Figure 1. Wire density map.
Scale bar: 20 microns. The die is cut into 20 by 36 equal tiles; dark purple is low, yellow is high, scaled to the fullest tile. Values are wire area over tile area, all layers added.
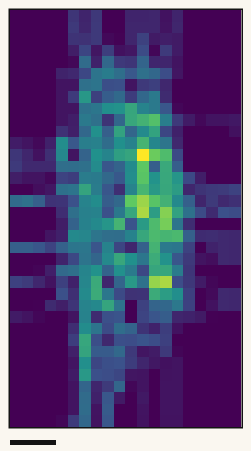
Figure 2. Placement by cell class.
Scale bar: 20 microns.
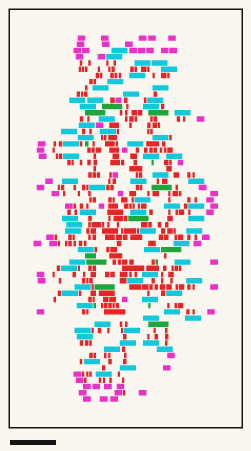
--- config.mk ---
export PLATFORM = sky130hd
export DESIGN_NAME = serial_subtractor
export DESIGN_NICKNAME = d
export VERILOG_FILES = /design/src/rtl/serial_subtractor.sv
export SDC_FILE = /design/constraint.sdc
export NUM_CORES = 1
export LEC_CHECK = 0
export CAP_MARGIN = 10
export CORE_ASPECT_RATIO = 2
export CORE_MARGIN = 10
export CORE_UTILIZATION = 25
export DETAILED_ROUTE_END_ITERATION = 10
export GPL_ROUTABILITY_DRIVEN = 1
export PLACE_DENSITY = 0.48
export SYNTH_ARGS = -nofsm -noshare
export SYNTH_HDL_FRONTEND = slang
export SYNTH_SLANG_ARGS = --single-unit
--- constraint.sdc ---
create_clock -name clk -period 4 [get_ports clk]
set_input_delay 0.8 -clock clk [delete_from_list [all_inputs] [get_ports clk]]
set_output_delay 0.8 -clock clk [all_outputs]
set_load 0.005 [all_outputs]
--- src/rtl/serial_subtractor.sv ---
`default_nettype none
// ============================================================================
// Module   : serial_subtractor
// Purpose  : Digit-serial a - b - bin, DIGIT bits per clock, LSB digit first,
//            with start/done handshake and borrow/overflow/zero flags.
// Revision : 1.0  initial release
// ============================================================================
module serial_subtractor #(
    parameter int WIDTH = 16,
    parameter int DIGIT = 4
) (
    input  logic             clk,
    input  logic             rst_n,
    input  logic             start,
    input  logic [WIDTH-1:0] a,
    input  logic [WIDTH-1:0] b,
    input  logic             bin,
    output logic             busy,
    output logic             done,
    output logic [WIDTH-1:0] difference,
    output logic             borrow,
    output logic             overflow,
    output logic             zero
);

    localparam int N  = WIDTH / DIGIT;
    localparam int CW = (N > 1) ? $clog2(N) : 1;

    generate
        if (WIDTH < 1 || DIGIT < 1 || DIGIT > WIDTH || (WIDTH % DIGIT) != 0) begin : g_bad_param
            $error("serial_subtractor: WIDTH must be a positive multiple of DIGIT");
        end
    endgenerate

    typedef enum logic [1:0] {
        S_IDLE = 2'd0,
        S_RUN  = 2'd1,
        S_DONE = 2'd2
    } state_t;

    state_t           state_q, state_d;
    logic [WIDTH-1:0] a_q, a_d, b_q, b_d, res_q, res_d;
    logic             br_q, br_d;
    logic [CW-1:0]    cnt_q, cnt_d;
    logic             busy_q, busy_d, done_q, done_d;
    logic [WIDTH-1:0] diff_q, diff_d;
    logic             borrow_q, borrow_d, ovf_q, ovf_d, zero_q, zero_d;

    logic [DIGIT-1:0] w_a_dig, w_b_dig;
    logic [DIGIT:0]   w_sum;
    logic [WIDTH-1:0] w_res;
    logic             w_last;

    // Current digit slice, its difference, and the working result with it merged in.
    always_comb begin
        w_a_dig = '0;
        w_b_dig = '0;
        w_res   = res_q;
        for (int k = 0; k < N; k++) begin
            if (cnt_q == CW'(k)) begin
                w_a_dig = a_q[k*DIGIT +: DIGIT];
                w_b_dig = b_q[k*DIGIT +: DIGIT];
            end
        end
        w_sum = {1'b0, w_a_dig} - {1'b0, w_b_dig} - {{DIGIT{1'b0}}, br_q};
        for (int k = 0; k < N; k++) begin
            if (cnt_q == CW'(k)) begin
                w_res[k*DIGIT +: DIGIT] = w_sum[DIGIT-1:0];
            end
        end
        w_last = (cnt_q == CW'(N - 1));
    end

    always_comb begin
        state_d  = state_q;
        a_d      = a_q;
        b_d      = b_q;
        res_d    = res_q;
        br_d     = br_q;
        cnt_d    = cnt_q;
        done_d   = 1'b0;
        diff_d   = diff_q;
        borrow_d = borrow_q;
        ovf_d    = ovf_q;
        zero_d   = zero_q;
        case (state_q)
            S_IDLE: begin
                if (start) begin
                    state_d = S_RUN;
                    a_d     = a;
                    b_d     = b;
                    br_d    = bin;
                    res_d   = '0;
                    cnt_d   = '0;
                end
            end
            S_RUN: begin
                res_d = w_res;
                br_d  = w_sum[DIGIT];
                cnt_d = cnt_q + CW'(1);
                if (w_last) begin
                    state_d  = S_DONE;
                    done_d   = 1'b1;
                    diff_d   = w_res;
                    borrow_d = w_sum[DIGIT];
                    zero_d   = (w_res == '0);
                    ovf_d    = (a_q[WIDTH-1] ^ b_q[WIDTH-1]) & (a_q[WIDTH-1] ^ w_res[WIDTH-1]);
                end
            end
            S_DONE:  state_d = S_IDLE;
            default: state_d = S_IDLE;
        endcase
        busy_d = (state_d != S_IDLE);
    end

    always_ff @(posedge clk) begin
        if (!rst_n) begin
            state_q  <= S_IDLE;
            a_q      <= '0;
            b_q      <= '0;
            res_q    <= '0;
            br_q     <= 1'b0;
            cnt_q    <= '0;
            busy_q   <= 1'b0;
            done_q   <= 1'b0;
            diff_q   <= '0;
            borrow_q <= 1'b0;
            ovf_q    <= 1'b0;
            zero_q   <= 1'b0;
        end else begin
            state_q  <= state_d;
            a_q      <= a_d;
            b_q      <= b_d;
            res_q    <= res_d;
            br_q     <= br_d;
            cnt_q    <= cnt_d;
            busy_q   <= busy_d;
            done_q   <= done_d;
            diff_q   <= diff_d;
            borrow_q <= borrow_d;
            ovf_q    <= ovf_d;
            zero_q   <= zero_d;
        end
    end

    assign busy       = busy_q;
    assign done       = done_q;
    assign difference = diff_q;
    assign borrow     = borrow_q;
    assign overflow   = ovf_q;
    assign zero       = zero_q;

endmodule
`default_nettype wire

==> run notes <==
Numbers from the implementation run.

The end of the worst register-to-register path is res_q[10]. The startpoint kind of the worst setup timing path is a register. The share of synthesized area in the top cell type comes to 43.18%.

The number of cell instances on the worst register-to-register path is 13. Among cell families on the critical path, the largest total delay comes from adder cells. Max-slew check failures listed in the final report amount to 0. The area growth from synthesis to layout is 28.47%.

The remaining max-slew budget at the tightest pin is a little over a third. The summed instance area of the synthesized netlist is about 3300 sq um. The remaining number of nets flagged by the antenna check after routing is 0. The clock passes through at most 2 buffers. By instance count after routing, the leading logic cell type is sky130_fd_sc_hd__nand2_1.

The pin closest to its max-slew limit shows a slew of 0.9733 ns. The upper clock frequency limit is 0.2841 GHz. In the finished design, the share of the clock period the worst path needs comes to 88.01%. The Yosys step of the flow raised 0 warnings. The standard-cell row count is 59.

The final number of setup-violating endpoints is 0. The number of buffers and inverters on the critical path is 2. After clock tree synthesis, the setup repair step added 0 buffers. The run finished with clean final reports.

The clock latency on the worst-skew pair is 0.33 ns. The summed area of non-filler cells in the final layout is 4229 sq um. The first global-routing pass estimated 15770 microns of wire. 0 antenna diodes ended up in the layout.

The largest driver fanout on the critical path is 15. The post-layout utilization of the core is 32.55%. Synthesis produced a netlist whose cell count is 414.

The most common logic cells in the final layout are sky130_fd_sc_hd__nand2_1 (101), sky130_fd_sc_hd__dfxtp_1 (71), sky130_fd_sc_hd__a21oi_1 (70), sky130_fd_sc_hd__clkdlybuf4s50_1 (56), sky130_fd_sc_hd__nor2_1 (35). Buffers inserted to repair hold after CTS numbered 0. The routed via count is 2903. The HPWL after detailed placement is 7585 microns. STA puts the critical path data arrival time at 3.73 ns. The number of cells on the worst hold path is 2. Dividing total power by cell area gives a power density of 419.9 nW/um^2. In the Yosys report the total cell count is a little over 400. The synthesis report gives the async set-or-reset register share as 0%. The type recorded for the worst min-delay path is reg2reg.

The biggest cell delay along the critical path is 0.49 ns. In this run the VDD rail shows a maximum IR drop of 0.0001971 V. The timing report shows that the slowest cell on the worst path is sky130_fd_sc_hd__ha_1. In the post-route report, total wirelength is listed as between 9000 and 10000 microns. CTS saw between 70 and 80 sinks. Once the clock tree was built, the resizer swapped 0 gates to a different size. After clock tree synthesis, the clock-pin slew on the worst setup and hold paths is ~0.050 ns. sky130_fd_sc_hd__dfxtp_1 takes more of the synthesized area than any other cell.

The pre-placement core utilization is 25.34%. Setup repair after global routing left no endpoint under its margin. The script logs the mean routed wire length per placed instance as 15.84 microns. The count of different cell masters after synthesis is 44. The number of top-level pins is approximately 57. Per the detail_route report, DRC violations left total 0.

The hold path endpoint is difference[4]. Counting flops and latches in the post-synthesis netlist gives 71. The synthesized netlist has a Yosys-reported chip area of 3292 sq um.

A synthesized cell averages 7.951 sq um. The die width is 101.1 microns. The die covers 18440 sq um. STA reports a reg2reg setup slack of 0.48 ns. Entering global routing, the biggest net connects 33 pins. Global routing used 10.90% of the available tracks across all layers.

The total overflow reported by the global router is 0. The most numerous cell in the Yosys netlist is sky130_fd_sc_hd__nand2_1. Looking at the reg2reg group, the worst path starts from cnt_q[1]. For this design the static power due to leakage is 1.552 nW.

The number of nets in the final layout is 505. The first routing iteration left 90 violations. The startpoint identified for the worst hold timing path is difference[4].

The root buffer cell is sky130_fd_sc_hd__clkbuf_16. The placed standard-cell area is just under 4000 sq um. Counting flops with a built-in enable in the synthesized netlist gives 0. The core area is between 10000 and 15000 sq um. The number of clock buffers inserted by TritonCTS is 9. The synthesized netlist net count is 460. The share of the Yosys chip area taken by registers is 43.18%.
Back to the opening pictures, Figure 1:
mean over tiles: 0.083
emptiest ninth of the die: upper right
tiles over half the peak: 8.5%
fullest tile: 0.48
densest ninth of the die: centre

Back to the opening pictures, Figure 2:
legend:
  red:
    class: remaining logic cells
    cells: 314
  magenta:
    class: remaining buffers and delay cells
    cells: 63
  green:
    class: clock drivers and dummy loads
    cells: 15
  cyan:
    class: registers
    cells: 71

==> routing by layer <==
metal  global-route usage (%)  vias up  wire (microns)
li1                         -     1495               -
met1                    10.12     1331            3409
met2                    20.71       61            5690
met3                    2.346       16             399
met4                    5.994        0             244
met5                        0        -               0
==> power breakdown <==
part           leakage (nW)  switching (mW)  total [mW]  internal [mW]
logic                 0.847           0.180       0.308          0.128
registers             0.578          0.0194       0.754          0.735
clock network         0.127           0.280       0.713          0.433
total                  1.55           0.480        1.78           1.30
==> worst register-to-register path: stages, from the launching register on <==
cell,delay (ns)
sky130_fd_sc_hd__dfxtp_1,0.32
sky130_fd_sc_hd__inv_1,0.09
sky130_fd_sc_hd__ha_1,0.49
sky130_fd_sc_hd__inv_1,0.12
sky130_fd_sc_hd__nand3_1,0.10
sky130_fd_sc_hd__a21oi_1,0.07
sky130_fd_sc_hd__a21oi_1,0.17
sky130_fd_sc_hd__o21ai_1,0.11
sky130_fd_sc_hd__fa_1,0.47
sky130_fd_sc_hd__fa_1,0.45
sky130_fd_sc_hd__xor2_1,0.45
sky130_fd_sc_hd__nor2_1,0.25
sky130_fd_sc_hd__a22oi_1,0.25
sky130_fd_sc_hd__nor2_1,0.06
==> area by class of cell <==
| class | count | area [sq um] |
|---|---|---|
| Fill cell | 1408 | 8763 |
| Multi-Input combinational cell | 301 | 1697 |
| Sequential cell | 71 | 1421 |
| Timing Repair Buffer | 63 | 613.1 |
| Clock buffer | 14 | 254.0 |
| Tap cell | 152 | 190.2 |
| Inverter | 13 | 48.80 |
| Clock inverter | 1 | 5.005 |
==> state kept, by name, indices dropped and copies added, names as in the netlist <==
register,cells
busy,1
difference,16
done,1
b_q,16
res_q,13
a_q,16
borrow,1
zero,1
br_q,1
cnt_q,2
overflow,1
state_q,2
==> stage by stage <==
stage	std cells	setup WS, ns
detailed placement	600	0.4565
finish	615	0.4795
CTS	615	0.4391
global placement	600	0.5544
floorplan	414	0.8760
global route	615	0.1570
==> logic make-up (layout without fill, tap and decap cells) <==
| group | count (synthesis) | count (layout) | synth area share, % |
|---|---|---|---|
| muxes | 5 | 5 | 2.014 |
| adders and majority gates | 10 | 10 | 4.257 |
| AOI/OAI and AO/OA | 117 | 117 | 22.39 |
| buffers and inverters | 42 | 91 | 5.283 |
| xor gates and xnor gates | 4 | 4 | 1.635 |
| DFF | 71 | 71 | 43.18 |
| and+or+nand+nor | 165 | 165 | 21.25 |
==> worst max path at each step <==
stage,from,end,cells past startpoint
2_1_floorplan,cnt_q[0],difference[11],15
6_report,cnt_q[1],res_q[10],13
4_1_cts,cnt_q[1],res_q[10],13
3_3_place_gp,cnt_q[1],res_q[10],13
3_5_place_dp,cnt_q[1],res_q[10],13
5_1_grt,cnt_q[1],res_q[2],13
Power figures rest on the tool's default switching activity, not on a simulated workload.
